[src/rtl/traffic_sequencer.sv]
// rtl/traffic_sequencer.sv - two-road intersection phase sequencer with an optional pedestrian walk phase
// Counter and state advance only on tick; light outputs are registered and decoded from the next state.
module traffic_sequencer #(
  parameter int T_MAIN_GREEN = 11,
  parameter int T_YELLOW     = 2,
  parameter int T_ALL_RED    = 2,
  parameter int T_SIDE_GREEN = 11,
  parameter int T_WALK       = 10,
  parameter int CNT_W        = 6
) (
  input  logic             clk,
  input  logic             reset,
  input  logic             tick,
  input  logic             ped_req,
  output logic [CNT_W-1:0] counter,
  output logic [2:0]       main_light,
  output logic [2:0]       side_light,
  output logic             walk,
  output logic             ped_pending,
  output logic             phase_change
);

  localparam logic [2:0] RED    = 3'b100;
  localparam logic [2:0] YELLOW = 3'b010;
  localparam logic [2:0] GREEN  = 3'b001;

  localparam logic [CNT_W-1:0] B1 = CNT_W'(T_MAIN_GREEN);
  localparam logic [CNT_W-1:0] B2 = CNT_W'(T_MAIN_GREEN + T_YELLOW);
  localparam logic [CNT_W-1:0] B3 = CNT_W'(T_MAIN_GREEN + T_YELLOW + T_ALL_RED);
  localparam logic [CNT_W-1:0] B4 = CNT_W'(T_MAIN_GREEN + T_YELLOW + T_ALL_RED + T_SIDE_GREEN);
  localparam logic [CNT_W-1:0] B5 = CNT_W'(T_MAIN_GREEN + 2 * T_YELLOW + T_ALL_RED + T_SIDE_GREEN);
  localparam logic [CNT_W-1:0] B6 = CNT_W'(T_MAIN_GREEN + 2 * T_YELLOW + 2 * T_ALL_RED + T_SIDE_GREEN);
  localparam logic [CNT_W-1:0] B7 = CNT_W'(T_MAIN_GREEN + 2 * T_YELLOW + 2 * T_ALL_RED + T_SIDE_GREEN + T_WALK);

  typedef enum logic [2:0] {
    MAIN_GREEN  = 3'd0,
    MAIN_YELLOW = 3'd1,
    ALL_RED_A   = 3'd2,
    SIDE_GREEN  = 3'd3,
    SIDE_YELLOW = 3'd4,
    ALL_RED_B   = 3'd5,
    PED_WALK    = 3'd6
  } state_t;

  state_t           state_q, state_d;
  logic [CNT_W-1:0] counter_q, counter_d;
  logic [2:0]       main_light_q, main_light_d;
  logic [2:0]       side_light_q, side_light_d;
  logic             walk_q, walk_d;
  logic             ped_pending_q, ped_pending_d;
  logic             phase_change_q, phase_change_d;
  logic [CNT_W-1:0] next_cnt;
  logic             legal;

  always_comb begin
    state_d   = state_q;
    counter_d = counter_q;
    next_cnt  = counter_q + 1'b1;

    case (state_q)
      MAIN_GREEN, MAIN_YELLOW, ALL_RED_A, SIDE_GREEN,
      SIDE_YELLOW, ALL_RED_B, PED_WALK: legal = 1'b1;
      default:                          legal = 1'b0;
    endcase

    if (!legal) begin
      state_d   = MAIN_GREEN;
      counter_d = '0;
    end else if (tick) begin
      counter_d = next_cnt;
      if (next_cnt == B1) begin
        state_d = MAIN_YELLOW;
      end else if (next_cnt == B2) begin
        state_d = ALL_RED_A;
      end else if (next_cnt == B3) begin
        state_d = SIDE_GREEN;
      end else if (next_cnt == B4) begin
        state_d = SIDE_YELLOW;
      end else if (next_cnt == B5) begin
        state_d = ALL_RED_B;
      end else if (next_cnt == B6) begin
        // A request arriving on this very cycle still earns the walk.
        if (ped_pending_q || ped_req) begin
          state_d   = PED_WALK;
          counter_d = B6;
        end else begin
          state_d   = MAIN_GREEN;
          counter_d = '0;
        end
      end else if (next_cnt == B7 && state_q == PED_WALK) begin
        state_d   = MAIN_GREEN;
        counter_d = '0;
      end
    end

    ped_pending_d = ped_pending_q;
    if (state_d == PED_WALK && state_q != PED_WALK) begin
      ped_pending_d = 1'b0;
    end else if (ped_req && state_q != PED_WALK) begin
      ped_pending_d = 1'b1;
    end

    phase_change_d = (state_d != state_q) || !legal;

    main_light_d = GREEN;
    side_light_d = RED;
    walk_d       = 1'b0;
    case (state_d)
      MAIN_GREEN:  begin main_light_d = GREEN;  side_light_d = RED;    end
      MAIN_YELLOW: begin main_light_d = YELLOW; side_light_d = RED;    end
      ALL_RED_A:   begin main_light_d = RED;    side_light_d = RED;    end
      SIDE_GREEN:  begin main_light_d = RED;    side_light_d = GREEN;  end
      SIDE_YELLOW: begin main_light_d = RED;    side_light_d = YELLOW; end
      ALL_RED_B:   begin main_light_d = RED;    side_light_d = RED;    end
      PED_WALK:    begin main_light_d = RED;    side_light_d = RED;    walk_d = 1'b1; end
      default:     begin main_light_d = GREEN;  side_light_d = RED;    end
    endcase
  end

  always_ff @(posedge clk or posedge reset) begin
    if (reset) begin
      state_q        <= MAIN_GREEN;
      counter_q      <= '0;
      main_light_q   <= GREEN;
      side_light_q   <= RED;
      walk_q         <= 1'b0;
      ped_pending_q  <= 1'b0;
      phase_change_q <= 1'b0;
    end else begin
      state_q        <= state_d;
      counter_q      <= counter_d;
      main_light_q   <= main_light_d;
      side_light_q   <= side_light_d;
      walk_q         <= walk_d;
      ped_pending_q  <= ped_pending_d;
      phase_change_q <= phase_change_d;
    end
  end

  assign counter      = counter_q;
  assign main_light   = main_light_q;
  assign side_light   = side_light_q;
  assign walk         = walk_q;
  assign ped_pending  = ped_pending_q;
  assign phase_change = phase_change_q;

endmodule

[config.mk]
export PLATFORM = sky130hd
export DESIGN_NAME = traffic_sequencer
export DESIGN_NICKNAME = d
export VERILOG_FILES = /design/src/rtl/traffic_sequencer.sv
export SDC_FILE = /design/constraint.sdc
export NUM_CORES = 1
export LEC_CHECK = 0
export CAP_MARGIN = 30
export CORE_MARGIN = 1.5
export CORE_UTILIZATION = 45
export DETAILED_ROUTE_END_ITERATION = 8
export HOLD_SLACK_MARGIN = 0.08
export PLACE_DENSITY = 0.67
export SYNTH_ARGS = -nofsm -noshare
export SYNTH_HDL_FRONTEND = slang
export SYNTH_SLANG_ARGS = --single-unit
[constraint.sdc]
create_clock -name clk -period 3.9 [get_ports clk]
set_input_delay 0.78 -clock clk [delete_from_list [all_inputs] [get_ports clk]]
set_output_delay 0.78 -clock clk [all_outputs]
set_load 0.02 [all_outputs]
**Metal 2**

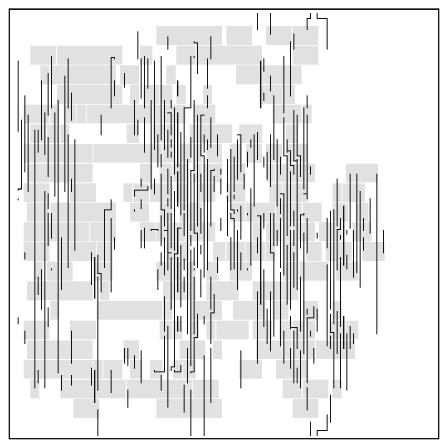
share of all routed wire	48%
longest straight run	37.7 um
Via Count: 1302
Global Route met2 Usage: 35.9%

==> results.json <==
{
  "final_util_pct": 53.8,
  "inv_count": 12,
  "tapCellCount": 44,
  "cp.arrival_ps": 3190,
  "hpwl_um": 2630,
  "cp-startpoint": "counter[1]",
  "vias_per_cell": 5.84,
  "logic_gate_count": 128,
  "cp-endpoint": "ped_pending",
  "dominant_cells": "multi-input combinational cells",
  "whs_endpoint": "ped_pending",
  "finalCritPeriodShare_pct": 77.1,
  "core_sq_um": 3030,
  "synth_cells": 168,
  "layout_setup_ws_ps": 893,
  "crit_type": "reg2reg",
  "comb_share_pct": 53.6,
  "yosys_warnings": 0,
  "max_stage_delay_ps": 600,
  "nClkBuffers": 3,
  "cp-start-kind": "flop",
  "status": "finished clean",
  "clkCellAreaFrac_pct": 1.38,
  "maxCapViolCount": 0,
  "grtUsageMet1_pct": 26.6,
  "netSwitchingFraction_pct": 46.0,
  "numSynthFlops": 18,
  "sh_seq_area_pct": 27.8,
  "gr-usage-met3_pct": 3.06,
  "area_growth_pct": 14.1,
  "synth_top_flop_cell": "dfrtp_1",
  "final_cell_mix": "18 x clkdlybuf4s50_1, 16 x nand2_1, 16 x dfrtp_1",
  "pg_clk_uw": 88.6,
  "dieWidth_um": 59.3,
  "ys_area_sq_um": 1430,
  "postPlaceCellArea_sq_um": 1610,
  "synth_cell_types": 60,
  "met2_length_um": 1610,
  "dieArea_sq_um": 3520,
  "setup_tns_ps": 0
}
**Metal layers overlaid**

Two of the layers only.
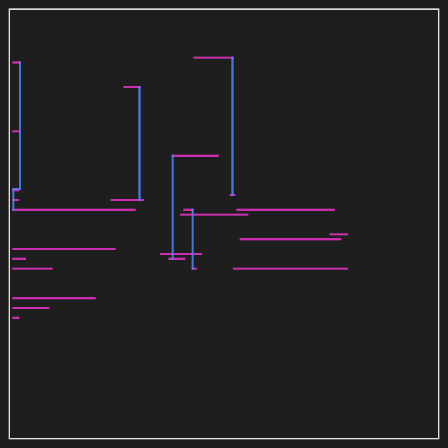
color	layer	wire length
blue	met4	78.4 um
magenta	met3	139 um

